`src/rtl/reg_sc_pkg.sv`:
```
`default_nettype none
// ============================================================================
// Module : reg_sc_pkg
// Brief  : FSM state type and register field offsets for reg_sc_pulser.
// Rev    : 1.0  initial release
// ============================================================================
package reg_sc_pkg;

  typedef enum logic [1:0] {
    ST_IDLE  = 2'd0,
    ST_DELAY = 2'd1,
    ST_PULSE = 2'd2
  } state_t;

  localparam int DEF_NCH  = 4;
  localparam int DEF_CNTW = 8;

  // Field layout, LSB first: TRIG | DLY | LEN | RPT | spare storage
  function automatic int trig_lsb(input int nch);
    return 0;
  endfunction

  function automatic int dly_lsb(input int nch);
    return nch;
  endfunction

  function automatic int len_lsb(input int nch, input int cntw);
    return nch + cntw;
  endfunction

  function automatic int rpt_bit(input int nch, input int cntw);
    return nch + 2 * cntw;
  endfunction

  function automatic int min_width(input int nch, input int cntw);
    return nch + 2 * cntw + 1;
  endfunction

endpackage
`default_nettype wire

```
`src/rtl/sc_shift_reg.sv`:
```
`default_nettype none
// ============================================================================
// Module : sc_shift_reg
// Brief  : Serial shifter plus parallel register with latch-in / latch-out.
// Rev    : 1.0  initial release
// ============================================================================
module sc_shift_reg #(
  parameter int WIDTH = 32
) (
  input  logic             bclk,
  input  logic             rstb,
  input  logic             clkEn,
  input  logic             shiftEn,
  input  logic             shiftIn,
  input  logic             latchIn,
  input  logic             latchOut,
  output logic             shiftOut,
  output logic [WIDTH-1:0] shift_word,
  output logic [WIDTH-1:0] reg_word
);

  // latchIn outranks latchOut, which outranks shiftEn
  always_ff @(posedge bclk) begin
    if (!rstb) begin
      shift_word <= '0;
      reg_word   <= '0;
    end else if (clkEn) begin
      if (latchIn) begin
        reg_word <= shift_word;
      end else if (latchOut) begin
        shift_word <= reg_word;
      end else if (shiftEn) begin
        shift_word <= {shift_word[WIDTH-2:0], shiftIn};
      end
    end
  end

  assign shiftOut = shift_word[WIDTH-1];

endmodule
`default_nettype wire

```
`src/rtl/reg_sc_pulser.sv`:
```
`default_nettype none
// ============================================================================
// Module : reg_sc_pulser
// Brief  : Serially configured delayed-pulse generator. Optional continuous
//          repetition via the RPT bit when REG_SC_REPEAT_EN is defined.
// Rev    : 1.0  initial release
// ============================================================================
module reg_sc_pulser
  import reg_sc_pkg::*;
#(
  parameter int WIDTH = 32,
  parameter int NCH   = DEF_NCH,
  parameter int CNTW  = DEF_CNTW
) (
  input  logic           bclk,
  input  logic           rstb,
  input  logic           clkEn,
  input  logic           shiftEn,
  input  logic           shiftIn,
  output logic           shiftOut,
  input  logic           latchIn,
  input  logic           latchOut,
  output logic [NCH-1:0] pulseOut,
  output logic           busy
);

  localparam int TRIG_LSB = trig_lsb(NCH);
  localparam int DLY_LSB  = dly_lsb(NCH);
  localparam int LEN_LSB  = len_lsb(NCH, CNTW);
  localparam int RPT_BIT  = rpt_bit(NCH, CNTW);

  logic [WIDTH-1:0] shift_word;
  logic [WIDTH-1:0] reg_word;

  sc_shift_reg #(.WIDTH(WIDTH)) u_sc_shift_reg (
    .bclk       (bclk),
    .rstb       (rstb),
    .clkEn      (clkEn),
    .shiftEn    (shiftEn),
    .shiftIn    (shiftIn),
    .latchIn    (latchIn),
    .latchOut   (latchOut),
    .shiftOut   (shiftOut),
    .shift_word (shift_word),
    .reg_word   (reg_word)
  );

  // A launch sees the fields being latched this edge, i.e. the shifter
  logic            launch;
  logic [NCH-1:0]  new_trig;
  logic [CNTW-1:0] new_dly;
  logic [CNTW-1:0] new_len;
  logic [CNTW-1:0] new_lenm1;
  logic [NCH-1:0]  cur_trig;
  logic [CNTW-1:0] cur_dly;
  logic [CNTW-1:0] cur_len;
  logic [CNTW-1:0] cur_lenm1;

  assign launch    = clkEn & latchIn;
  assign new_trig  = shift_word[TRIG_LSB +: NCH];
  assign new_dly   = shift_word[DLY_LSB +: CNTW];
  assign new_len   = shift_word[LEN_LSB +: CNTW];
  assign new_lenm1 = (new_len == '0) ? '0 : new_len - CNTW'(1);
  assign cur_trig  = reg_word[TRIG_LSB +: NCH];
  assign cur_dly   = reg_word[DLY_LSB +: CNTW];
  assign cur_len   = reg_word[LEN_LSB +: CNTW];
  assign cur_lenm1 = (cur_len == '0) ? '0 : cur_len - CNTW'(1);

`ifdef REG_SC_REPEAT_EN
  logic cur_rpt;
  assign cur_rpt = reg_word[RPT_BIT];
`endif

  logic unused_fields;
  assign unused_fields = ^{reg_word, shift_word, RPT_BIT[0]};

  state_t          state;
  state_t          state_nxt;
  logic [CNTW-1:0] cnt;
  logic [CNTW-1:0] cnt_nxt;
  logic [NCH-1:0]  pulse_nxt;
  logic            busy_nxt;

  always_ff @(posedge bclk) begin
    if (!rstb) begin
      state    <= ST_IDLE;
      cnt      <= '0;
      pulseOut <= '0;
      busy     <= 1'b0;
    end else begin
      state    <= state_nxt;
      cnt      <= cnt_nxt;
      pulseOut <= pulse_nxt;
      busy     <= busy_nxt;
    end
  end

  always_comb begin
    state_nxt = state;
    cnt_nxt   = cnt;
    if (launch) begin
      if (new_trig == '0) begin
        state_nxt = ST_IDLE;
        cnt_nxt   = '0;
      end else if (new_dly != '0) begin
        state_nxt = ST_DELAY;
        cnt_nxt   = new_dly;
      end else begin
        state_nxt = ST_PULSE;
        cnt_nxt   = new_lenm1;
      end
    end else begin
      case (state)
        ST_IDLE: begin
        end
        ST_DELAY: begin
          if (cnt <= CNTW'(1)) begin
            state_nxt = ST_PULSE;
            cnt_nxt   = cur_lenm1;
          end else begin
            cnt_nxt = cnt - CNTW'(1);
          end
        end
        ST_PULSE: begin
          if (cnt == '0) begin
`ifdef REG_SC_REPEAT_EN
            if (cur_rpt && (cur_dly != '0)) begin
              state_nxt = ST_DELAY;
              cnt_nxt   = cur_dly;
            end else if (cur_rpt) begin
              state_nxt = ST_PULSE;
              cnt_nxt   = cur_lenm1;
            end else begin
              state_nxt = ST_IDLE;
              cnt_nxt   = '0;
            end
`else
            state_nxt = ST_IDLE;
            cnt_nxt   = '0;
`endif
          end else begin
            cnt_nxt = cnt - CNTW'(1);
          end
        end
        default: begin
          state_nxt = ST_IDLE;
          cnt_nxt   = '0;
        end
      endcase
    end
  end

  // Outputs trail the state by one edge; a TRIG=0 latch silences them at once
  always_comb begin
    pulse_nxt = (state == ST_PULSE) ? cur_trig : '0;
    busy_nxt  = (state != ST_IDLE);
    if (launch && (new_trig == '0)) begin
      pulse_nxt = '0;
      busy_nxt  = 1'b0;
    end
  end

endmodule
`default_nettype wire

```
`config.mk`:
```
export PLATFORM = sky130hd
export DESIGN_NAME = reg_sc_pulser
export DESIGN_NICKNAME = d
export VERILOG_FILES = /design/src/rtl/reg_sc_pkg.sv /design/src/rtl/sc_shift_reg.sv /design/src/rtl/reg_sc_pulser.sv
export SDC_FILE = /design/constraint.sdc
export NUM_CORES = 1
export LEC_CHECK = 0
export CORE_UTILIZATION = 50
export DETAILED_ROUTE_END_ITERATION = 8
export GPL_ROUTABILITY_DRIVEN = 0
export GPL_TIMING_DRIVEN = 0
export HOLD_SLACK_MARGIN = 0.1
export PLACE_DENSITY_LB_ADDON = 0.1
export SETUP_SLACK_MARGIN = 0.05
export SYNTH_ARGS = -nofsm -noshare
export SYNTH_HDL_FRONTEND = slang
export SYNTH_HIERARCHICAL = 1
export SYNTH_SLANG_ARGS = --single-unit
```
`constraint.sdc`:
```
create_clock -name bclk -period 2.4 [get_ports bclk]
set_input_delay 0.36 -clock bclk [delete_from_list [all_inputs] [get_ports bclk]]
set_output_delay 0.36 -clock bclk [all_outputs]
set_load 0.02 [all_outputs]
```
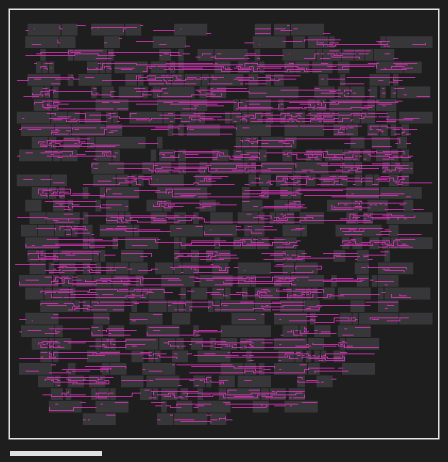
Figure 1: signal wires on met1.
The bar under the picture is 20 um long. Cells faint in the background.
nets with wire on the layer: 466
share of all routed wire: 48%
wire length on this layer: 4580 um
via count: 3480
grt met1 use: 31.3%
wirelength, routed: 9620 um

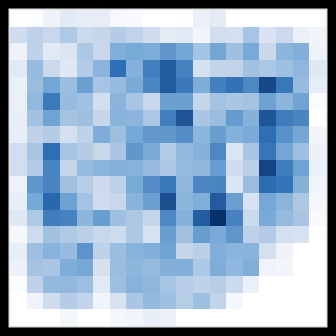
Figure 2: wiring heat map.
The die is cut into 19 by 19 equal tiles; white is low, dark blue is high, scaled to the fullest tile. Values are wire area over tile area, all layers added.
densest ninth of the die: middle
fullest tile: 0.51
mean over tiles: 0.17
nearly empty tiles: 12%
tiles over half the peak: 22%
emptiest ninth of the die: bottom right
Routed WL per cell: 16.1 um
All-Layer GR Usage: 23.8%

==> results_dict.tcl <==
# place-and-route summary
set metrics [dict create \
    critPathMaxFanout 7 \
    clockPowerShare_pct 37.8 \
    first_pass_iters 4 \
    hold_viol 0 \
    critPathKind "reg -> reg" \
    p_switching_uw 899 \
    cts_hold_buf 0 \
    clk_latency_ns 0.35 \
    nNetsFinal 508 \
    grt_antenna_before_repair 0 \
    grt_pass1_wl_um 16100 \
    crit_family "simple AND/OR/NAND/NOR gates" \
    worstPathArrival_ns 2.62 \
    status "completed" \
    die_h_um 92.7 \
    p_sw_share_pct 27.2 \
    worst_setup_path_end_kind "flip-flop" \
    clkSinkCount 79 \
    chipWidth_um 92.7 \
    finalCritPeriodShare_pct 97.5 \
    portBuffers 11 \
    seq_power_share_pct 43.9 \
    startpoint_type "flip-flop" \
    core_area_um2 7850 \
    timing.hold.ws_ns 0.420 \
    cts.clk_slew.worst_paths_ns 0.08 \
    p_leak_uw 0.00208 \
    die_area_um2 8580 \
    synth_area_per_cell_um2 8.82 \
    hpwl_um 6450 \
    crit_buf_inv 2 \
    final_util_pct 61.0 \
    drive_above_1_share_pct 9.88 \
    hold_class "in -> reg" \
    yosys_warnings 6 \
]
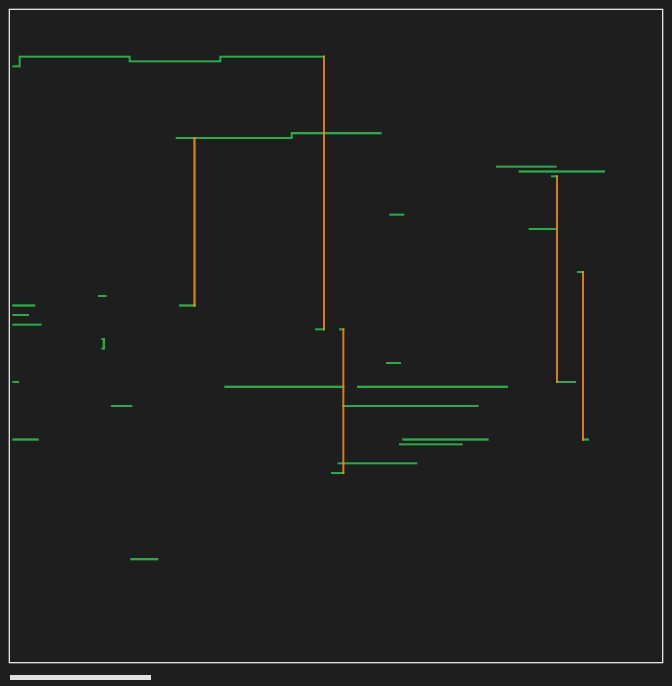
Figure 3: metal layers overlaid.
The bar under the picture is 20 um long. Two of the layers only.
[orange] M4 | wire length: 136 um
[green] M3 | wire length: 225 um

==> timing repair <==
| action | in CTS | in global routing |
|---|---|---|
| pin swaps | 0 | 4 |
| buffers inserted | 0 | 2 |
| resized | 6 | 18 |
| setup endpoints to repair | 7 | 10 |
| cloned | 0 | 1 |
==> sequential cells by signal, indices dropped and copies added, names as in the netlist <==
signal and count:
u_sc_shift_reg/reg_word 32, u_sc_shift_reg/shift_word 32, cnt 8, pulseOut 4
state 2, busy 1
==> metrics by stage <==
step | instance area (um^2) | setup slack [ns] | total power (uW) | std cells
after global routing | 4790 | 0.0194 | 3450 | 598
after floorplan | 4110 | 0.194 | 1850 | 466
final | 4790 | 0.0600 | 3300 | 598
after global placement | 4350 | -0.0154 | 1960 | 579
after detailed placement | 4350 | -0.0735 | 1970 | 579
after CTS | 4640 | 0.00198 | 3230 | 595
==> area by class of cell <==
class                   instances  area (um^2)
repair buffers                 14          163
plain buffers                  37          213
multi-input cells             332         2380
inverters                      18         67.6
fillers                       726         3060
clock inverters                 5          104
clock buffers                  11          151
well taps                     102          128
flip-flops and latches         79         1590
==> power by group through the flow <==
stage	registers, uW	clock network, uW	logic [uW]
finish	1450	1250	605
detailed placement	1480	0	498
CTS	1450	1270	515
floorplan	1450	0	392
global route	1460	1320	666
global placement	1470	0	489
==> layer usage <==
layer / vias up / wire length (um) / share of wire, % / global-route usage [%]
met5: - / 0 / 0 / 0
met4: 0 / 136 / 1.4 / 7.18
met3: 12 / 224 / 2.3 / 4.27
met2: 44 / 4680 / 49 / 39.8
met1: 1696 / 4580 / 48 / 31.3
li1: 1728 / - / - / -
==> cell usage in the layout (no fill, tap or decap), types with 2 or more instances in the layout <==
| master | count |
|---|---|
| o21a_1 | 2 |
| o211a_1 | 32 |
| buf_6 | 7 |
| buf_12 | 2 |
| nor4_1 | 5 |
| or3_1 | 9 |
| or4_4 | 2 |
| bufinv_16 | 3 |
| nor3_1 | 5 |
| dfxtp_1 | 77 |
| a211oi_1 | 2 |
| nor2_1 | 8 |
| a31oi_1 | 6 |
| and2_1 | 2 |
| a22oi_1 | 4 |
| a21boi_1 | 33 |
| o21ai_0 | 20 |
| inv_1 | 18 |
| nand3_1 | 33 |
| clkdlybuf4s50_1 | 11 |
| a2111oi_4 | 3 |
| ha_1 | 10 |
| a21oi_1 | 5 |
| clkbuf_1 | 24 |
| mux2i_1 | 32 |
| nor2b_1 | 4 |
| o21ai_2 | 2 |
| nor3b_1 | 4 |
| buf_2 | 3 |
| xnor2_1 | 6 |
| nand2_1 | 69 |
| or4_1 | 6 |
| o31ai_1 | 4 |
| o21ai_1 | 6 |
| clkbuf_8 | 11 |
==> final timing paths <==
check                                                start                             to  slack [ns]  depth (start not counted)
worst max-delay path                                cnt[2]                         cnt[6]        0.06                          7
worst min-delay path                              latchOut  u_sc_shift_reg/shift_word[25]        0.42                          4
worst max register to register                      cnt[2]                         cnt[6]        0.06                          7
worst min register to register  u_sc_shift_reg/reg_word[1]                    pulseOut[1]        0.45                          2
Power is estimated from default activity; no workload was simulated.
